==> run_1/placement.png <==
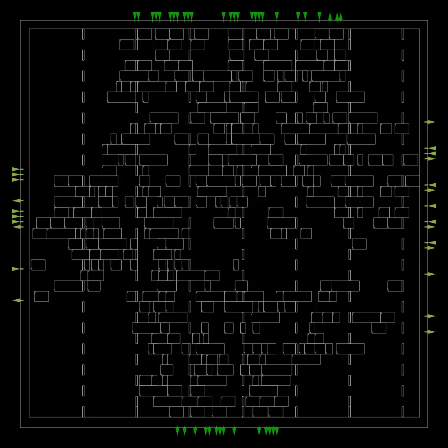
==> run_1/layer_met3.png <==
Drawn at 4 px/um.
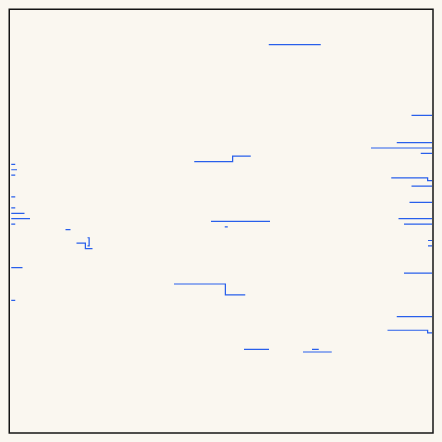
==> run_1/wires.png <==
Drawn at 4 px/um. Only two layers are drawn.
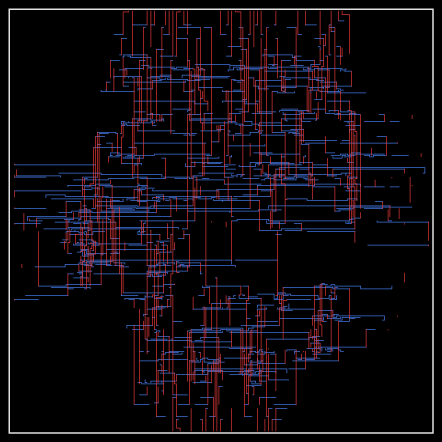
==> run_1/flops_by_reg.png <==
Drawn at 6 px/um.
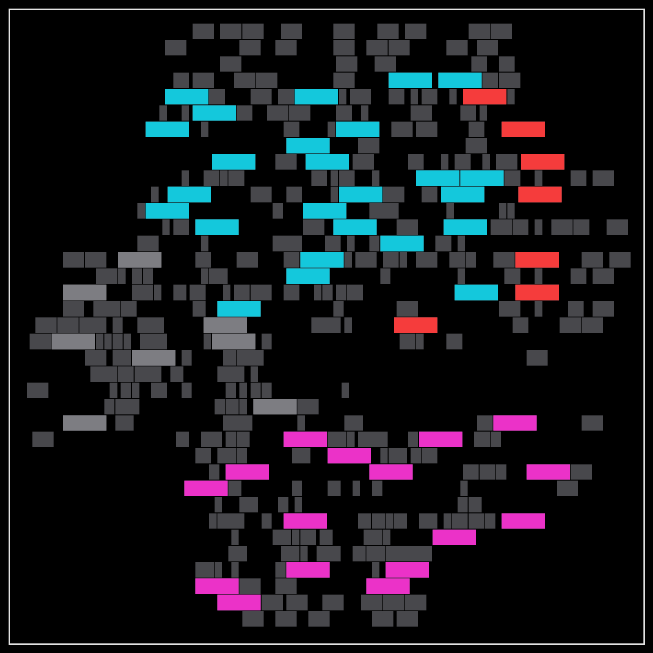
File: src/rtl/fifo_byte_serializer.sv
// Pulls one word at a time from a synchronous FIFO and streams it out as bytes with a valid/ready handshake.
// Define FIFO_SER_MSB_FIRST_EN to send the most-significant byte first; by default the least-significant byte goes first.
module fifo_byte_serializer #(
  parameter int DATA_WIDTH = 32,
  parameter int CNT_WIDTH  = 16
) (
  input  logic                  clk,
  input  logic                  rst,
  input  logic                  fifo_empty,
  output logic                  fifo_rd_en,
  input  logic [DATA_WIDTH-1:0] fifo_data,
  output logic                  m_valid,
  input  logic                  m_ready,
  output logic [7:0]            m_data,
  output logic                  m_last,
  output logic                  busy,
  output logic [CNT_WIDTH-1:0]  word_cnt
);

  localparam int BEATS = DATA_WIDTH / 8;
  localparam int IDX_W = $clog2(BEATS);
  localparam logic [IDX_W-1:0] LAST_IDX = IDX_W'(BEATS - 1);

  typedef enum logic [1:0] {
    IDLE    = 2'd0,
    READ    = 2'd1,
    CAPTURE = 2'd2,
    SEND    = 2'd3
  } state_t;

  state_t                state_reg;
  logic                  rd_en_reg;
  logic                  valid_reg;
  logic                  last_reg;
  logic [7:0]            data_reg;
  logic                  busy_reg;
  logic [CNT_WIDTH-1:0]  cnt_reg;
  logic [IDX_W-1:0]      idx_reg;
  logic [DATA_WIDTH-1:0] shift_reg;

  logic [7:0]            first_byte;
  logic [7:0]            next_byte;
  logic [DATA_WIDTH-1:0] shift_next;
  logic [IDX_W-1:0]      idx_next;

  // The byte currently on m_data always sits at the outgoing end of shift_reg.
`ifdef FIFO_SER_MSB_FIRST_EN
  assign first_byte = fifo_data[DATA_WIDTH-1 -: 8];
  assign next_byte  = shift_reg[DATA_WIDTH-9 -: 8];
  assign shift_next = shift_reg << 8;
`else
  assign first_byte = fifo_data[7:0];
  assign next_byte  = shift_reg[15:8];
  assign shift_next = shift_reg >> 8;
`endif

  assign idx_next = idx_reg + IDX_W'(1);

  always_ff @(posedge clk) begin
    if (rst) begin
      state_reg <= IDLE;
      rd_en_reg <= 1'b0;
      valid_reg <= 1'b0;
      last_reg  <= 1'b0;
      data_reg  <= 8'h00;
      busy_reg  <= 1'b0;
      cnt_reg   <= '0;
      idx_reg   <= '0;
      shift_reg <= '0;
    end else begin
      case (state_reg)
        IDLE: begin
          if (!fifo_empty) begin
            state_reg <= READ;
            rd_en_reg <= 1'b1;
            busy_reg  <= 1'b1;
          end
        end
        READ: begin
          rd_en_reg <= 1'b0;
          state_reg <= CAPTURE;
        end
        CAPTURE: begin
          // FIFO read data is valid now, one cycle after the read strobe.
          shift_reg <= fifo_data;
          idx_reg   <= '0;
          data_reg  <= first_byte;
          last_reg  <= 1'b0;
          valid_reg <= 1'b1;
          state_reg <= SEND;
        end
        SEND: begin
          if (m_ready) begin
            if (idx_reg == LAST_IDX) begin
              valid_reg <= 1'b0;
              last_reg  <= 1'b0;
              idx_reg   <= '0;
              cnt_reg   <= cnt_reg + CNT_WIDTH'(1);
              // Chain straight into the next read so consecutive words leave no gap.
              if (!fifo_empty) begin
                state_reg <= READ;
                rd_en_reg <= 1'b1;
              end else begin
                state_reg <= IDLE;
                busy_reg  <= 1'b0;
              end
            end else begin
              idx_reg   <= idx_next;
              shift_reg <= shift_next;
              data_reg  <= next_byte;
              last_reg  <= (idx_next == LAST_IDX);
            end
          end
        end
        default: begin
          state_reg <= IDLE;
          rd_en_reg <= 1'b0;
          valid_reg <= 1'b0;
          busy_reg  <= 1'b0;
        end
      endcase
    end
  end

  assign fifo_rd_en = rd_en_reg;
  assign m_valid    = valid_reg;
  assign m_data     = data_reg;
  assign m_last     = last_reg;
  assign busy       = busy_reg;
  assign word_cnt   = cnt_reg;

endmodule

File: config.mk
export PLATFORM = sky130hd
export DESIGN_NAME = fifo_byte_serializer
export DESIGN_NICKNAME = d
export VERILOG_FILES = /design/src/rtl/fifo_byte_serializer.sv
export SDC_FILE = /design/constraint.sdc
export NUM_CORES = 1
export LEC_CHECK = 0
export CORE_MARGIN = 2
export CORE_UTILIZATION = 25
export CTS_BUF_LIST = sky130_fd_sc_hd__clkbuf_4 sky130_fd_sc_hd__clkbuf_8 sky130_fd_sc_hd__clkbuf_16
export DETAILED_ROUTE_END_ITERATION = 6
export GPL_TIMING_DRIVEN = 0
export MAX_ROUTING_LAYER = met4
export PLACE_DENSITY_LB_ADDON = 0.25
export SLEW_MARGIN = 25
export SYNTH_ARGS = -nofsm -noshare
export SYNTH_HDL_FRONTEND = slang
export SYNTH_SLANG_ARGS = --single-unit
File: constraint.sdc
create_clock -name clk -period 2.1 [get_ports clk]
set_input_delay 0.21 -clock clk [delete_from_list [all_inputs] [get_ports clk]]
set_output_delay 0.21 -clock clk [all_outputs]
set_load 0.01 [all_outputs]
==> impl_metrics.env, run 1 <==
# source this file to load flow results
export IMPL_outcome="completed"
export IMPL_maxSlewHeadroom_pct=63.0
export IMPL_ys_seq_share_pct=43.5
export IMPL_start_kind="flip-flop"
export IMPL_routedWlPerCell_um=13.0
export IMPL_endpoint_kind="flip-flop"
export IMPL_gr_usage_met1_pct=16.3
export IMPL_ir_drop_v=0.000422
export IMPL_ant_nets=0
export IMPL_worst_path_largest_cell_delay_ns=0.49
export IMPL_r2r_slack_ns=0.20
export IMPL_met1_length_um=3140
export IMPL_die_width_um=106
export IMPL_synth_seq_cells=56
export IMPL_cts_root_buffer="clkbuf_8"
export IMPL_final_setup_tns_ns=0
export IMPL_grt_util_all_layers_pct=11.8
export IMPL_die_h_um=106
export IMPL_cts_tree="built"
export IMPL_final_max_slew_viol_count=0
export IMPL_crit_start="idx_reg[0]$_SDFFE_PP0P_"
export IMPL_min_delay_path_class="input port to flip-flop"
export IMPL_ys_types=40
export IMPL_log_warning_count=32
export IMPL_grt_pass1_vias=2101
export IMPL_reg2regPathDepth=6
export IMPL_synthTopCellsByArea="dfxtp_1, mux2i_1, a211oi_1, nor2_1, ha_1"
export IMPL_largest_reg_flops=25
export IMPL_synth_cells=278
export IMPL_wl_met3_um=194
export IMPL_path_delay_family="simple AND/OR/NAND/NOR gates"
export IMPL_fp_utilization_pct=25.3
export IMPL_die_area_um2=11100
export IMPL_synthSimpleGateAreaFrac_pct=16.9
export IMPL_crit_buf_inv=1
export IMPL_htreeDepth=2
export IMPL_top_cells_by_count="dfxtp_1, nor2_1, a211oi_1"
export IMPL_adder_share_pct=4.37
export IMPL_ys_cells=278
export IMPL_finClkSkew_ns=0.00872
export IMPL_dr_pass1_iters=4
## Picture notes: placement.png
Row Count: 37
floorplan core area: 10200 um^2
sequential share of cell area: 32.3%
end-of-flow core utilization: 34.1%
filler cell count: 1083

## Picture notes: layer_met3.png
The layer holds 3.1% of the routed length. The wires run mostly horizontal. 32 nets have wire on it. The longest straight run is 15.0 um. The layer carries 195 um of wire.

## Picture notes: wires.png
Key: metal 2 = red [wire length 2890 um]; metal 1 = blue [wire length 3140 um]

## Picture notes: flops_by_reg.png
Key: `shift_reg` = cyan [placed flops 25]; `m_data` = red [placed flops 7]; `word_cnt` = magenta [placed flops 16]
Another 8 sequential cells are not colored.

[run 1: final cells by class]
class                   instances  area share, %
multi-input cells             194           37.8
flip-flops and latches         56           32.3
repair buffers                 62           17.9
well taps                     136           4.91
plain buffers                  24           3.97
clock buffers                   5           1.98
clock inverters                 3          0.649
inverters                       4          0.433
[run 1: through the flow]
step	area, um^2	hold WS (ns)	cells
global placement	3370	0.463	476
CTS	3460	0.336	484
detailed placement	3370	0.462	476
floorplan	2580	0.358	278
finish	3470	0.345	484
global route	3470	0.359	484
[run 1: worst min-delay path by stage]
stage,slack (ns),depth (start not counted),to,from
after floorplan,0.36,2,shift_reg[24]$_SDFFE_PP0P_,fifo_data[24]
after global placement,0.46,2,m_last$_SDFFE_PP0P_,m_last$_SDFFE_PP0P_
after detailed placement,0.46,2,m_last$_SDFFE_PP0P_,m_last$_SDFFE_PP0P_
after CTS,0.34,2,shift_reg[8]$_SDFFE_PP0P_,rst
after global routing,0.36,2,shift_reg[10]$_SDFFE_PP0P_,rst
final,0.34,2,shift_reg[8]$_SDFFE_PP0P_,rst
[run 1: worst reg2reg max path, cell delays in order, from the launching register on]
cell and delay (ns):
dfxtp_1 0.38, ha_1 0.32, and3_1 0.20, buf_4 0.15, nand2_1 0.13, or4_1 0.50
a21oi_1 0.16
[run 1: report_power, final]
part | total [mW] | internal [mW] | leakage [nW] | switching [mW]
combinational | 1.52 | 0.763 | 0.682 | 0.761
clock | 0.626 | 0.241 | 0.0485 | 0.385
sequential | 1.55 | 1.38 | 0.456 | 0.169
[run 1: timing repair]
| action | 4_1_cts | 5_1_grt |
|---|---|---|
| endpoints found under the hold margin | 0 | 0 |
| setup endpoints to repair | 0 | 17 |
| resized | 0 | 4 |
==> run_1/placement_by_type.png <==
Drawn at 2 px/um.
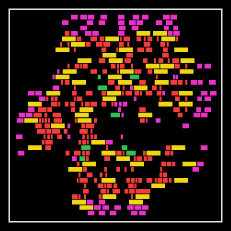

==> run 2: changes to the inputs <==
- clock period: 2.1 -> 2.35 ns (I/O delays scaled with it)
==> run_2/placement_by_type.png <==
Drawn at 2 px/um.
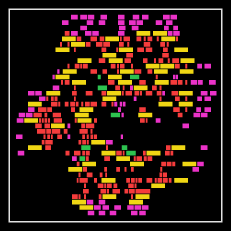
Key: other buffers and delay cells = magenta [cells 86, share of their area 23%]; combinational and other logic = red [cells 198, share of their area 40%]; clock drivers and dummy loads = green [cells 8, share of their area 2.8%]; flops = yellow [cells 56, share of their area 34%]

==> run_2/wires.png <==
Drawn at 4 px/um. Only two layers are drawn.
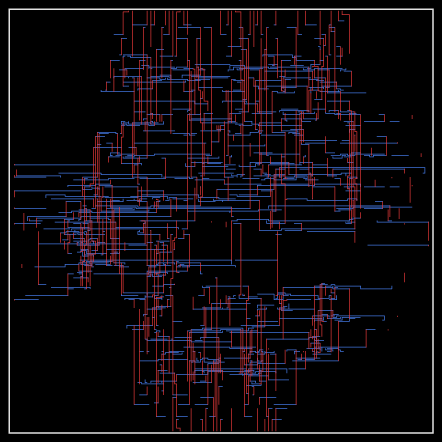
Key: metal 1 = blue [wire length 3140 um]; metal 2 = red [wire length 2870 um]

==> run 2 against run 1 <==
Final area decreased by 0.22%. First-iteration DRC count increased by 25%. Count of clock-buffer cells in the layout unchanged. Clock skew increased by 0.0010 ns. Total power decreased by 11%. Via count decreased by 0.18%. Sequential power decreased by about 10%. Setup slack improved by 0.18 ns. Register-to-register slack improved by 0.18 ns. Critical path type unchanged. Highest routed layer unchanged.
==> impl_metrics.env, run 2 <==
# source this file to load flow results
export IMPL_hp_start="rst"
export IMPL_gr_usage_met1_pct=16.3
export IMPL_synthTopCellsByArea="dfxtp_1, mux2i_1, a211oi_1, nor2_1, ha_1"
export IMPL_outcome="completed"
export IMPL_instances_no_fill=484
export IMPL_fp_utilization_pct=25.3
export IMPL_cts_tree="built"
export IMPL_log_warning_count=32
export IMPL_reg2regPathDepth=7
export IMPL_cts_resized=0
export IMPL_synth_cells=278
export IMPL_ys_seq_share_pct=43.5
export IMPL_whs_path_depth=2
export IMPL_ir_drop_v=0.000378
export IMPL_ant_nets=0
export IMPL_post_route_util_pct=34.0
export IMPL_final_area_um2=3460
export IMPL_cts_root_buffer="clkbuf_8"
export IMPL_routedWlPerCell_um=13.0
export IMPL_finClkSkew_ns=0.00972
export IMPL_grt_pass1_vias=2101
export IMPL_crit_start="state_reg[1]$_SDFFE_PP0P_"
export IMPL_worst_hold_slack_ns=0.370
export IMPL_start_kind="flip-flop"
export IMPL_fp_coreArea_um2=10200
export IMPL_die_width_um=106
export IMPL_die_h_um=106
export IMPL_synth_seq_cells=56
export IMPL_ys_types=40
export IMPL_dp_cells=476
export IMPL_grt_util_all_layers_pct=11.8
export IMPL_placed_area_um2=3370
export IMPL_final_max_slew_viol_count=0
export IMPL_endpoint_kind="flip-flop"
export IMPL_top_cells_by_count="dfxtp_1, nor2_1, a211oi_1"
export IMPL_min_delay_path_class="input port to flip-flop"
export IMPL_htreeDepth=2
==> run_2/layer_met3.png <==
Drawn at 4 px/um.
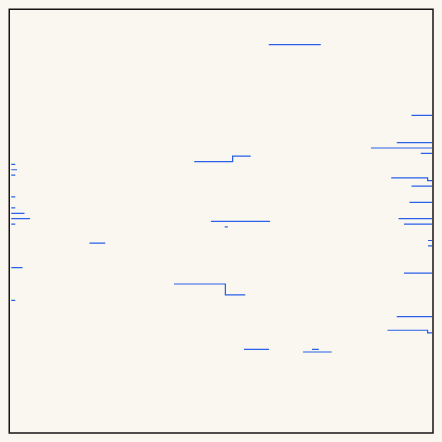
30 nets have wire on it. The wires run mostly horizontal. The layer carries 190 um of wire. The longest straight run is 15.0 um.

run 2: cell counts after synthesis:
No cell type changed its count.
run 2: worst max-delay path by stage:
| stage | end | slack, ns |
|---|---|---|
| 6_report | shift_reg[16]$_SDFFE_PP0P_ | 0.38 |
| 5_1_grt | shift_reg[18]$_SDFFE_PP0P_ | 0.13 |
| 4_1_cts | shift_reg[18]$_SDFFE_PP0P_ | 0.38 |
| 3_5_place_dp | word_cnt[13]$_SDFFE_PP0P_ | 0.26 |
| 3_3_place_gp | word_cnt[13]$_SDFFE_PP0P_ | 0.29 |
| 2_1_floorplan | word_cnt[14]$_SDFFE_PP0P_ | 0.69 |
run 2: metal layers:
layer / wire length, um / vias to the layer above / share of wire, %
li1: - / 1132 / -
met1: 3140 / 1007 / 50
met2: 2870 / 39 / 46
met3: 190 / 5 / 3.0
met4: 74 / 0 / 1.2
met5: 0 / - / 0
run 2: area by class of cell:
class | instances | share of cell area (%)
inverters | 4 | 0.434
flip-flops and latches | 56 | 32.4
multi-input cells | 194 | 37.8
repair buffers | 62 | 17.9
plain buffers | 24 | 3.87
clock buffers | 5 | 1.99
well taps | 136 | 4.92
clock inverters | 3 | 0.651
run 2: power by group:
group,internal [mW],switching (mW)
Sequential,1.23,0.151
Clock,0.215,0.343
Combinational,0.672,0.679
Total,2.12,1.17
run 2: worst max-delay path: stages (launching register included):
cell      delay (ns)
dfxtp_1         0.37
ha_1            0.26
nand2b_1        0.16
buf_2           0.16
a21oi_1         0.23
clkbuf_1        0.42
nor2_1          0.08
a211oi_1        0.21
run 2: cells by family after synthesis:
kind of cell	Yosys count	synth area share, %
and+or+nand+nor	89	16.9
AOI/OAI and AO/OA	60	16.0
DFF	56	43.5
buffers and inverters	28	5.77
muxes	26	10.1
xor gates and xnor gates	10	3.40
adders and majority gates	9	4.37
==> run_2/placement.png <==
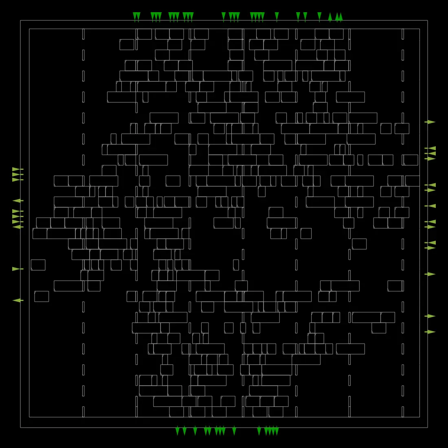

==> run 3: changes to the inputs <==
- clock period: 2.35 -> 1.85 ns (I/O delays scaled with it)
==> run_3/placement.png <==
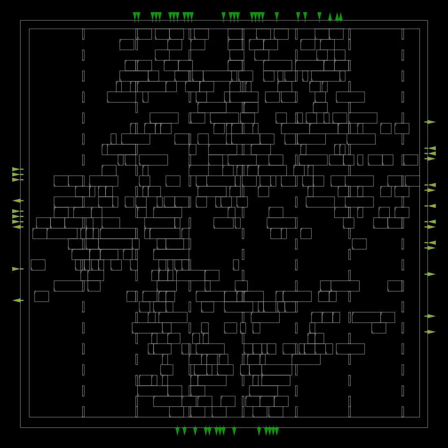
end-of-flow core utilization: 34.5%
Seq Cell Count: 56
n_taps: 136
fin cells: 484

==> run_3/layer_met3.png <==
Drawn at 4 px/um.
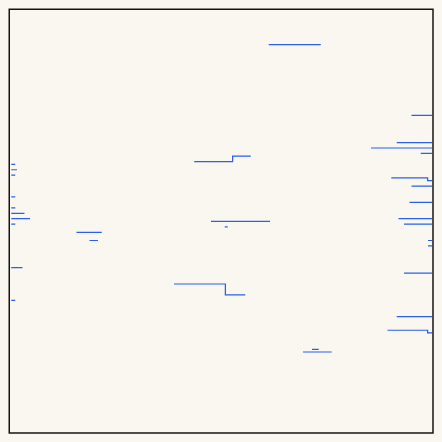
The layer holds 3.0% of the routed length. 30 nets have wire on it. The layer carries 188 um of wire. The longest straight run is 15.0 um. The wires run mostly horizontal.

==> run_3/flops_by_reg.png <==
Drawn at 6 px/um.
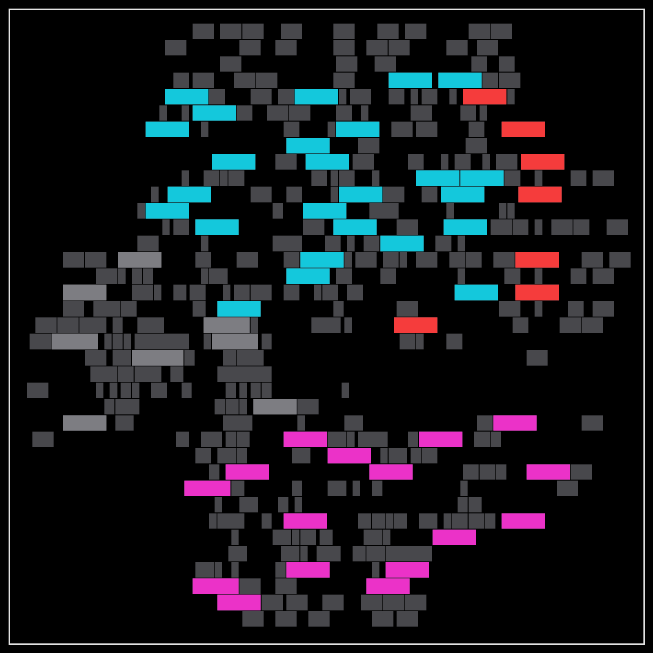
Key: `shift_reg` = cyan [placed flops 25]; `m_data` = red [placed flops 7]; `word_cnt` = magenta [placed flops 16]
Another 8 sequential cells are not colored.

==> run 3 against run 2 <==
Critical path depth fell by 1. Global-route usage about the same. Wire length is 0.88% higher. Clock power up 27%. Final cell count unchanged. Synthesized cell count did not move. Core utilization up 0.57 points. Sequential share of layout area decreased by 0.25 points. Critical endpoint is now word_cnt[13]$_SDFFE_PP0P_. Hold slack worse by 0.054 ns. Setup slack got worse by 0.26 ns. Critical path type unchanged.
==> impl_metrics.env, run 3 <==
# source this file to load flow results
export IMPL_synthSimpleGateAreaFrac_pct=16.9
export IMPL_largest_reg_flops=25
export IMPL_die_area_um2=11100
export IMPL_final_area_um2=3520
export IMPL_grt_util_all_layers_pct=11.8
export IMPL_synthTopCellsByArea="dfxtp_1, mux2i_1, a211oi_1, nor2_1, ha_1"
export IMPL_cp_depth=6
export IMPL_outcome="completed"
export IMPL_die_h_um=106
export IMPL_worst_hold_slack_ns=0.316
export IMPL_crit_start="idx_reg[0]$_SDFFE_PP0P_"
export IMPL_reg2regPathDepth=6
export IMPL_path_delay_family="simple AND/OR/NAND/NOR gates"
export IMPL_synthMuxAreaShare_pct=10.1
export IMPL_htreeDepth=2
export IMPL_r2r_slack_ns=0.12
export IMPL_worstMarginPinSlew_ns=0.530
export IMPL_pwr_share_seq_pct=41.7
export IMPL_crit_buf_inv=1
export IMPL_synth_cells=278
export IMPL_cts_root_buffer="clkbuf_8"
export IMPL_layout_setup_ws_ns=0.122
export IMPL_dr_pass1_iters=4
export IMPL_clk_pin_slew_ns=0.11
export IMPL_fp_coreArea_um2=10200
export IMPL_min_delay_path_class="input port to flip-flop"
export IMPL_worst_path_largest_cell_delay_ns=0.50
export IMPL_grt_pass1_vias=2107
export IMPL_endpoint_kind="flip-flop"
export IMPL_yosys_area_share_aoi_pct=16.0
export IMPL_holdPathEnd="shift_reg[8]$_SDFFE_PP0P_"
export IMPL_adder_share_pct=4.37
export IMPL_cp_cell_sequence="ha_4 > and3_1 > buf_4 > nand2_1 > or4_1 > a21oi_1"
export IMPL_xor_area_share_pct=3.40
export IMPL_top_cells_by_count="dfxtp_1, nor2_1, a211oi_1"
export IMPL_synth_comb_largest_family="simple AND/OR/NAND/NOR gates"
export IMPL_ir_drop_v=0.000544
export IMPL_finClkSkew_ns=0.0127
export IMPL_die_width_um=106
export IMPL_routedWlPerCell_um=13.1
export IMPL_hp_start="rst"
export IMPL_ys_seq_share_pct=43.5
export IMPL_whs_path_depth=2
export IMPL_wl_um=6330
export IMPL_cellInternalPower_mw=2.75
export IMPL_ys_types=40
export IMPL_crit_end="word_cnt[13]$_SDFFE_PP0P_"
export IMPL_cpMaxStageDelayCell="or4_1"
export IMPL_synth_seq_cells=56
export IMPL_post_place_ws_ns=-0.194
export IMPL_ant_nets=0
export IMPL_fp_utilization_pct=25.3
export IMPL_lay_top_cells="clkdlybuf4s50_1, dfxtp_1, nor2_1, a211oi_1, mux2i_1"
export IMPL_maxSlewHeadroom_pct=64.6
export IMPL_ys_async_sr_fraction_pct=0
export IMPL_final_setup_tns_ns=0
export IMPL_placed_area_um2=3370
export IMPL_pwr_share_comb_pct=41.5
export IMPL_start_kind="flip-flop"
export IMPL_ys_cells=278
export IMPL_power_switching_mw=1.51
export IMPL_switching_share_pct=35.4
export IMPL_nets=392
export IMPL_num_rows=37
export IMPL_log_warning_count=32
run 3: netlist changes by cell type in the layout (fill, tap and decap cells not counted), moves of 2 or more:
| cell | before | now |
|---|---|---|
| buf_2 | 8 | 3 |
| dfxtp_1 | 56 | 50 |
| clkbuf_4 | 0 | 3 |
| ha_1 | 9 | 7 |
| dfxtp_2 | 0 | 5 |
| buf_4 | 9 | 12 |
| ha_4 | 0 | 2 |
run 3: area by class of cell:
class                   instances  area, um^2
fillers                      1077        6670
clock buffers                   5        68.8
multi-input cells             194        1340
well taps                     136         170
clock inverters                 3        22.5
inverters                       4        15.0
flip-flops and latches         56        1130
repair buffers                 62         621
plain buffers                  24         150
run 3: power by group through the flow:
stage	sequential (mW)	combinational [mW]	clock (mW)
after floorplan	1.75	1.18	0
after global placement	1.79	1.70	0
after detailed placement	1.79	1.73	0
after CTS	1.76	1.76	0.742
after global routing	1.83	1.98	0.797
final	1.78	1.77	0.711
run 3: kinds of logic after synthesis:
group	count (synthesis)
xor gates and xnor gates	10
buffers and inverters	28
AOI/OAI and AO/OA	60
muxes	26
DFF	56
and+or+nand+nor	89
adders and majority gates	9
run 3: metrics by stage:
stage,utilization [%],total power [mW]
2_1_floorplan,-,2.93
3_3_place_gp,33.1,3.49
3_5_place_dp,33.1,3.52
4_1_cts,34.2,4.27
5_1_grt,34.5,4.60
6_report,34.5,4.25
run 3: what timing repair did:
item	in CTS	in global routing
buffers inserted	0	0
gates resized	8	13
setup endpoints to repair	23	25
run 3: metal layers:
layer / up-vias / routed length (um) / part of all wire (%) / GRT usage, %
met1: 1010 / 3160 / 50 / 16.2
met5: - / 0 / 0 / -
met2: 39 / 2920 / 46 / 17.8
li1: 1134 / - / - / -
met3: 5 / 188 / 3.0 / 1.86
met4: 0 / 74 / 1.2 / 3.67
Power is estimated from default activity; no workload was simulated.
